--- src/rtl/alu_pkg.sv ---
// Shared definitions for the execute-stage ALU: operation encoding and default width.
package alu_pkg;

  localparam int ALU_WIDTH = 8;

  typedef enum logic [1:0] {
    ALU_AND = 2'b00,
    ALU_OR  = 2'b01,
    ALU_ADD = 2'b10,
    ALU_SUB = 2'b11
  } alu_op_e;

endpackage

--- src/rtl/alu_addsub.sv ---
// Combinational adder/subtractor: SUB is folded into the adder as A + ~B + 1,
// so carry_out reads as "no borrow" for subtraction.
module alu_addsub
  import alu_pkg::*;
#(
  parameter int WIDTH = ALU_WIDTH
) (
  input  logic [WIDTH-1:0] a,
  input  logic [WIDTH-1:0] b,
  input  logic             sub,
  output logic [WIDTH-1:0] sum,
  output logic             carry_out,
  output logic             overflow
);

  logic [WIDTH-1:0] w_b_eff;

  // Operand conditioning and the single shared carry chain.
  always_comb begin
    w_b_eff              = sub ? ~b : b;
    {carry_out, sum}     = {1'b0, a} + {1'b0, w_b_eff} + {{WIDTH{1'b0}}, sub};
    // Signed overflow: both effective operands agree in sign but the sum does not.
    overflow             = (a[WIDTH-1] == w_b_eff[WIDTH-1]) && (sum[WIDTH-1] != a[WIDTH-1]);
  end

endmodule

--- src/rtl/alu_8bit.sv ---
// Registered ALU: operation select, one-cycle result/flag registers and a valid
// pipeline bit. Outputs hold between valid operations.
module alu_8bit
  import alu_pkg::*;
#(
  parameter int WIDTH = ALU_WIDTH
) (
  input  logic             clk,
  input  logic             reset,
  input  logic             in_valid,
  input  logic [WIDTH-1:0] src_a,
  input  logic [WIDTH-1:0] src_b,
  input  logic [1:0]       alu_control,
  output logic             out_valid,
  output logic [WIDTH-1:0] alu_result,
  output logic             zero,
  output logic             carry,
  output logic             overflow,
  output logic             negative
);

  alu_op_e          w_op;
  logic             w_sub;
  logic [WIDTH-1:0] w_sum;
  logic             w_add_carry;
  logic             w_add_ovf;
  logic [WIDTH-1:0] w_next_result;
  logic             w_next_carry;
  logic             w_next_ovf;

  logic [WIDTH-1:0] r_result;
  logic             r_carry;
  logic             r_ovf;
  logic             r_out_valid;

  assign w_op  = alu_op_e'(alu_control);
  assign w_sub = (w_op == ALU_SUB);

  alu_addsub #(.WIDTH(WIDTH)) u_addsub (
    .a         (src_a),
    .b         (src_b),
    .sub       (w_sub),
    .sum       (w_sum),
    .carry_out (w_add_carry),
    .overflow  (w_add_ovf)
  );

  // Operation mux; logic ops never report carry or overflow.
  always_comb begin
    w_next_result = {WIDTH{1'b0}};
    w_next_carry  = 1'b0;
    w_next_ovf    = 1'b0;
    case (w_op)
      ALU_AND: w_next_result = src_a & src_b;
      ALU_OR:  w_next_result = src_a | src_b;
      ALU_ADD, ALU_SUB: begin
        w_next_result = w_sum;
        w_next_carry  = w_add_carry;
        w_next_ovf    = w_add_ovf;
      end
      default: begin
        w_next_result = {WIDTH{1'b0}};
        w_next_carry  = 1'b0;
        w_next_ovf    = 1'b0;
      end
    endcase
  end

  // Result registers load only on in_valid, so idle-cycle inputs never reach the outputs.
  always_ff @(posedge clk or posedge reset) begin
    if (reset) begin
      r_result    <= {WIDTH{1'b0}};
      r_carry     <= 1'b0;
      r_ovf       <= 1'b0;
      r_out_valid <= 1'b0;
    end else begin
      r_out_valid <= in_valid;
      if (in_valid) begin
        r_result <= w_next_result;
        r_carry  <= w_next_carry;
        r_ovf    <= w_next_ovf;
      end
    end
  end

  assign out_valid  = r_out_valid;
  assign alu_result = r_result;
  assign carry      = r_carry;
  assign overflow   = r_ovf;
  assign zero       = (r_result == {WIDTH{1'b0}});
  assign negative   = r_result[WIDTH-1];

endmodule

--- config.mk ---
export PLATFORM = sky130hd
export DESIGN_NAME = alu_8bit
export DESIGN_NICKNAME = d
export VERILOG_FILES = /design/src/rtl/alu_pkg.sv /design/src/rtl/alu_addsub.sv /design/src/rtl/alu_8bit.sv
export SDC_FILE = /design/constraint.sdc
export NUM_CORES = 1
export LEC_CHECK = 0
export CAP_MARGIN = 20
export CORE_UTILIZATION = 45
export DETAILED_ROUTE_END_ITERATION = 6
export GPL_TIMING_DRIVEN = 1
export MAX_ROUTING_LAYER = met4
export PLACE_DENSITY_LB_ADDON = 0.12
export SLEW_MARGIN = 20
export SYNTH_ARGS = -nofsm -noshare
export SYNTH_HDL_FRONTEND = slang
export SYNTH_SLANG_ARGS = --single-unit
--- constraint.sdc ---
create_clock -name clk -period 1.9 [get_ports clk]
set_input_delay 0.38 -clock clk [delete_from_list [all_inputs] [get_ports clk]]
set_output_delay 0.38 -clock clk [all_outputs]
set_load 0.01 [all_outputs]
Fig. 1: nets reached from selected ports
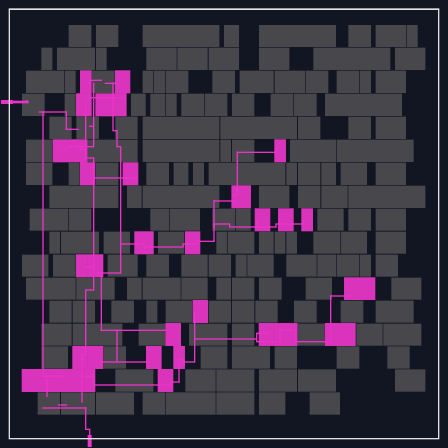
- alu_control: magenta (bits 2; direction input; edge 1 bottom, 1 left; end cells 29; buffers 5; wire 264 um)

Fig. 2: metal 3
Bar = 20 um.
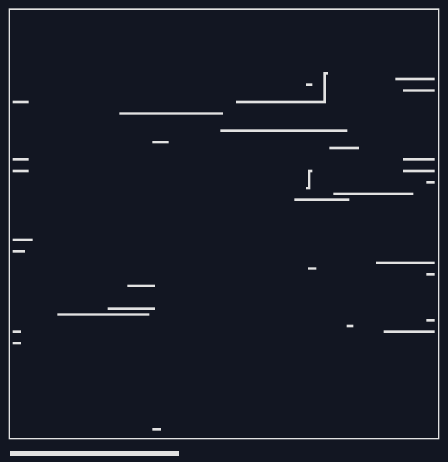
- nets with wire on the layer: 26
- longest straight run: 14.7 um
- wire length on this layer: 123 um
- main direction: horizontal

Fig. 3: placed standard cells
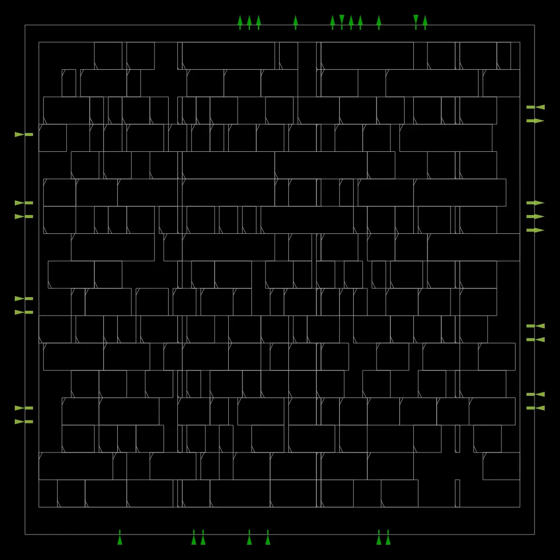
Cell Rows: 17
Core Util, Final: 77.9%

Fig. 4: placed cells, one color a class
Fill, decap, tap and diode cells in gray.
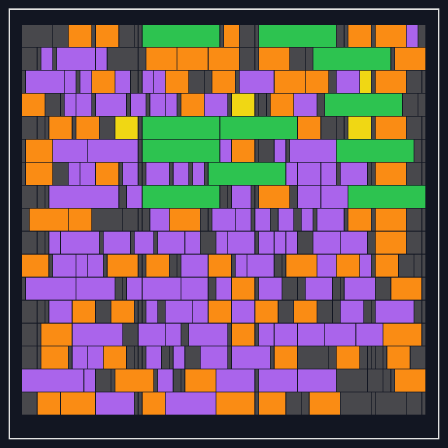
- remaining logic cells: purple (cells 107; share of their area 48%)
- clock drivers and dummy loads: yellow (cells 4; share of their area 1.6%)
- registers: green (cells 11; share of their area 16%)
- remaining buffers and delay cells: orange (cells 66; share of their area 34%)

==> impl_metrics.env <==
# physical design summary
export IMPL_yosysChipArea_sq_mm=0.00107
export IMPL_total_power_w=0.000989
export IMPL_grt_pass1_wl_um=4890
export IMPL_cts_sinks=11
export IMPL_core_sq_mm=0.00221
export IMPL_path_cells="clkdlybuf4s50_1 > ha_1 > a21o_1 > or3_1 > a31oi_1 > a21oi_1"
export IMPL_drive_gt1_share_pct=27.7
export IMPL_ys_warnings_count=0
export IMPL_end_kind="register"
export IMPL_max_slew_margin_pct=71.9
export IMPL_first_global_vias=1185
export IMPL_io_buffer_count=33
export IMPL_ys_flops=11
export IMPL_drv_cap=0
export IMPL_combPwrFrac_pct=54.4
export IMPL_r2r_end="alu_result[6]$_DFFE_PP0P_"
export IMPL_cp_top_family="buffers and inverters"
export IMPL_vias=1169
export IMPL_leakage_nw=0.841
export IMPL_maxSlewViolCount=0
export IMPL_power_switching_w=0.000340
export IMPL_setup_viol=0
export IMPL_fin_crit_sh_pct=97.5
export IMPL_wl_um=2930
export IMPL_setup_worst_path_start_class="primary input"
export IMPL_hold_violations=0
export IMPL_fin_nets=223
export IMPL_root_buffer="clkbuf_4"
export IMPL_holdBufCountCts=0
export IMPL_cts_buffers=3
export IMPL_clkPwrFrac_pct=16.5
export IMPL_syn_area_sq_mm=0.00107
export IMPL_cts_tree="yes"
export IMPL_n_antenna_cell=0
export IMPL_die_area_sq_mm=0.00257
export IMPL_worstReg2RegStart="alu_result[6]$_DFFE_PP0P_"
export IMPL_ant_nets=0
export IMPL_avgSynthCellArea_sq_um=8.67
export IMPL_xor_area_share_pct=7.39
export IMPL_crit_path_top_delay_cell="clkdlybuf4s50_1"
export IMPL_critPathArrivalTime_ns=2.01
export IMPL_warning_count=32
export IMPL_logic_family="AND-OR/OR-AND gates"
export IMPL_cp_num_cells=6
export IMPL_ios=34
export IMPL_die_x_um=50.7
export IMPL_drt_first_pass_iters=4
export IMPL_pwr_share_seq_pct=29.1
export IMPL_worst_slew_pin_slew_ns=0.421
export IMPL_fa_ha_area_share_pct=17.8
export IMPL_ys_sh_aoi_pct=26.4
export IMPL_rsz0062_at_grt="no"
export IMPL_outcome="finished, final reports clean"
export IMPL_min_path_type="in2async"
export IMPL_rrSetupSlack_ns=0.97
## layout make-up
class | instances | area [sq um] | area share, %
Sequential cell | 11 | 275 | 16.0
Multi-Input combinational cell | 101 | 788 | 45.8
Clock buffer | 4 | 26.3 | 1.53
Inverter | 6 | 22.5 | 1.31
Timing Repair Buffer | 66 | 576 | 33.4
Tap cell | 28 | 35.0 | 2.03
## layer usage
layer  vias to the layer above  GRT usage (%)  share of wire, %
met5                         -              -                 0
met4                         0           8.80               2.3
met3                         8           6.97               4.2
met2                        38           47.8                54
met1                       539           27.0                39
li1                        584              -                 -
## cell usage in the layout, fill, tap and decap left out, types with 2 or more instances in the layout
cell type / n
a21o_1: 5
o21ai_0: 5
a21oi_2: 2
nand2_1: 9
clkdlybuf4s50_1: 20
inv_1: 6
buf_4: 32
and4_1: 2
maj3_1: 2
xnor2_1: 5
xnor2_2: 3
dlygate4sd2_1: 5
clkbuf_4: 5
a31oi_1: 2
nor2_1: 10
o21ai_2: 2
ha_1: 12
or4_1: 2
nand3_1: 2
a22oi_1: 2
dfrtp_1: 11
a211o_1: 2
o211ai_1: 2
nor3_1: 3
a21oi_1: 14
dlymetal6s2s_1: 4
## sequential cells by signal, summed over array words and instances (netlist names)
name        count
alu_result      8
out_valid       1
overflow        1
carry           1
## metrics by stage
stage	setup TNS [ns]	cells	hold slack [ns]	cell area (sq um)	worst slack (ns)
after global placement	-4.81	209	0.479	1660	-0.652
after detailed placement	-5.22	209	0.482	1660	-0.710
after CTS	-0.00338	216	0.412	1700	-0.00338
final	0	216	0.398	1720	0.0469
after global routing	0	216	0.443	1720	0.00239
after floorplan	-0.575	123	0.232	1120	-0.161
## power by group through the flow
stage                     Clock, W  Combinational [W]  Sequential [W]
after detailed placement         0           0.000523        0.000293
final                     0.000163           0.000538        0.000288
after CTS                 0.000161           0.000536        0.000288
after floorplan                  0           0.000234        0.000314
after global routing      0.000177           0.000589        0.000291
after global placement           0           0.000508        0.000292
## synthesized netlist by cell type
cell	instances	share of area, %
a2111oi_2	1	1.4
a211o_1	2	1.6
a211oi_1	1	0.70
a21o_1	5	3.5
a21oi_1	15	7.0
a21oi_2	1	0.82
a21oi_4	1	1.5
a22oi_1	2	1.4
a31oi_1	2	1.2
and4_1	2	1.6
buf_2	2	0.94
buf_4	2	1.4
clkbuf_1	1	0.35
dfrtp_1	11	26
fa_1	1	1.9
ha_1	12	14
inv_1	6	2.1
maj3_1	2	1.9
mux2_2	1	1.1
mux2i_1	1	0.94
nand2_1	10	3.5
nand3_1	2	0.94
nand3b_2	1	1.1
nand4b_1	1	0.82
nor2_1	10	3.5
nor3_1	3	1.4
nor4b_1	1	0.82
o211ai_1	2	1.4
o21a_1	1	0.70
o21ai_0	6	2.8
o21ai_2	1	0.82
o22ai_1	1	0.59
o2bb2ai_1	1	0.82
or3_1	1	0.59
or4_1	2	1.4
xnor2_1	8	6.6
xor2_1	1	0.82
## timing repair
item | 4_1_cts | 5_1_grt
pin swaps | 15 | 9
setup buffers | 3 | 0
gates resized | 21 | 8
setup endpoints to repair | 10 | 4
No activity file was given, so power comes from the tool's default toggle rates.
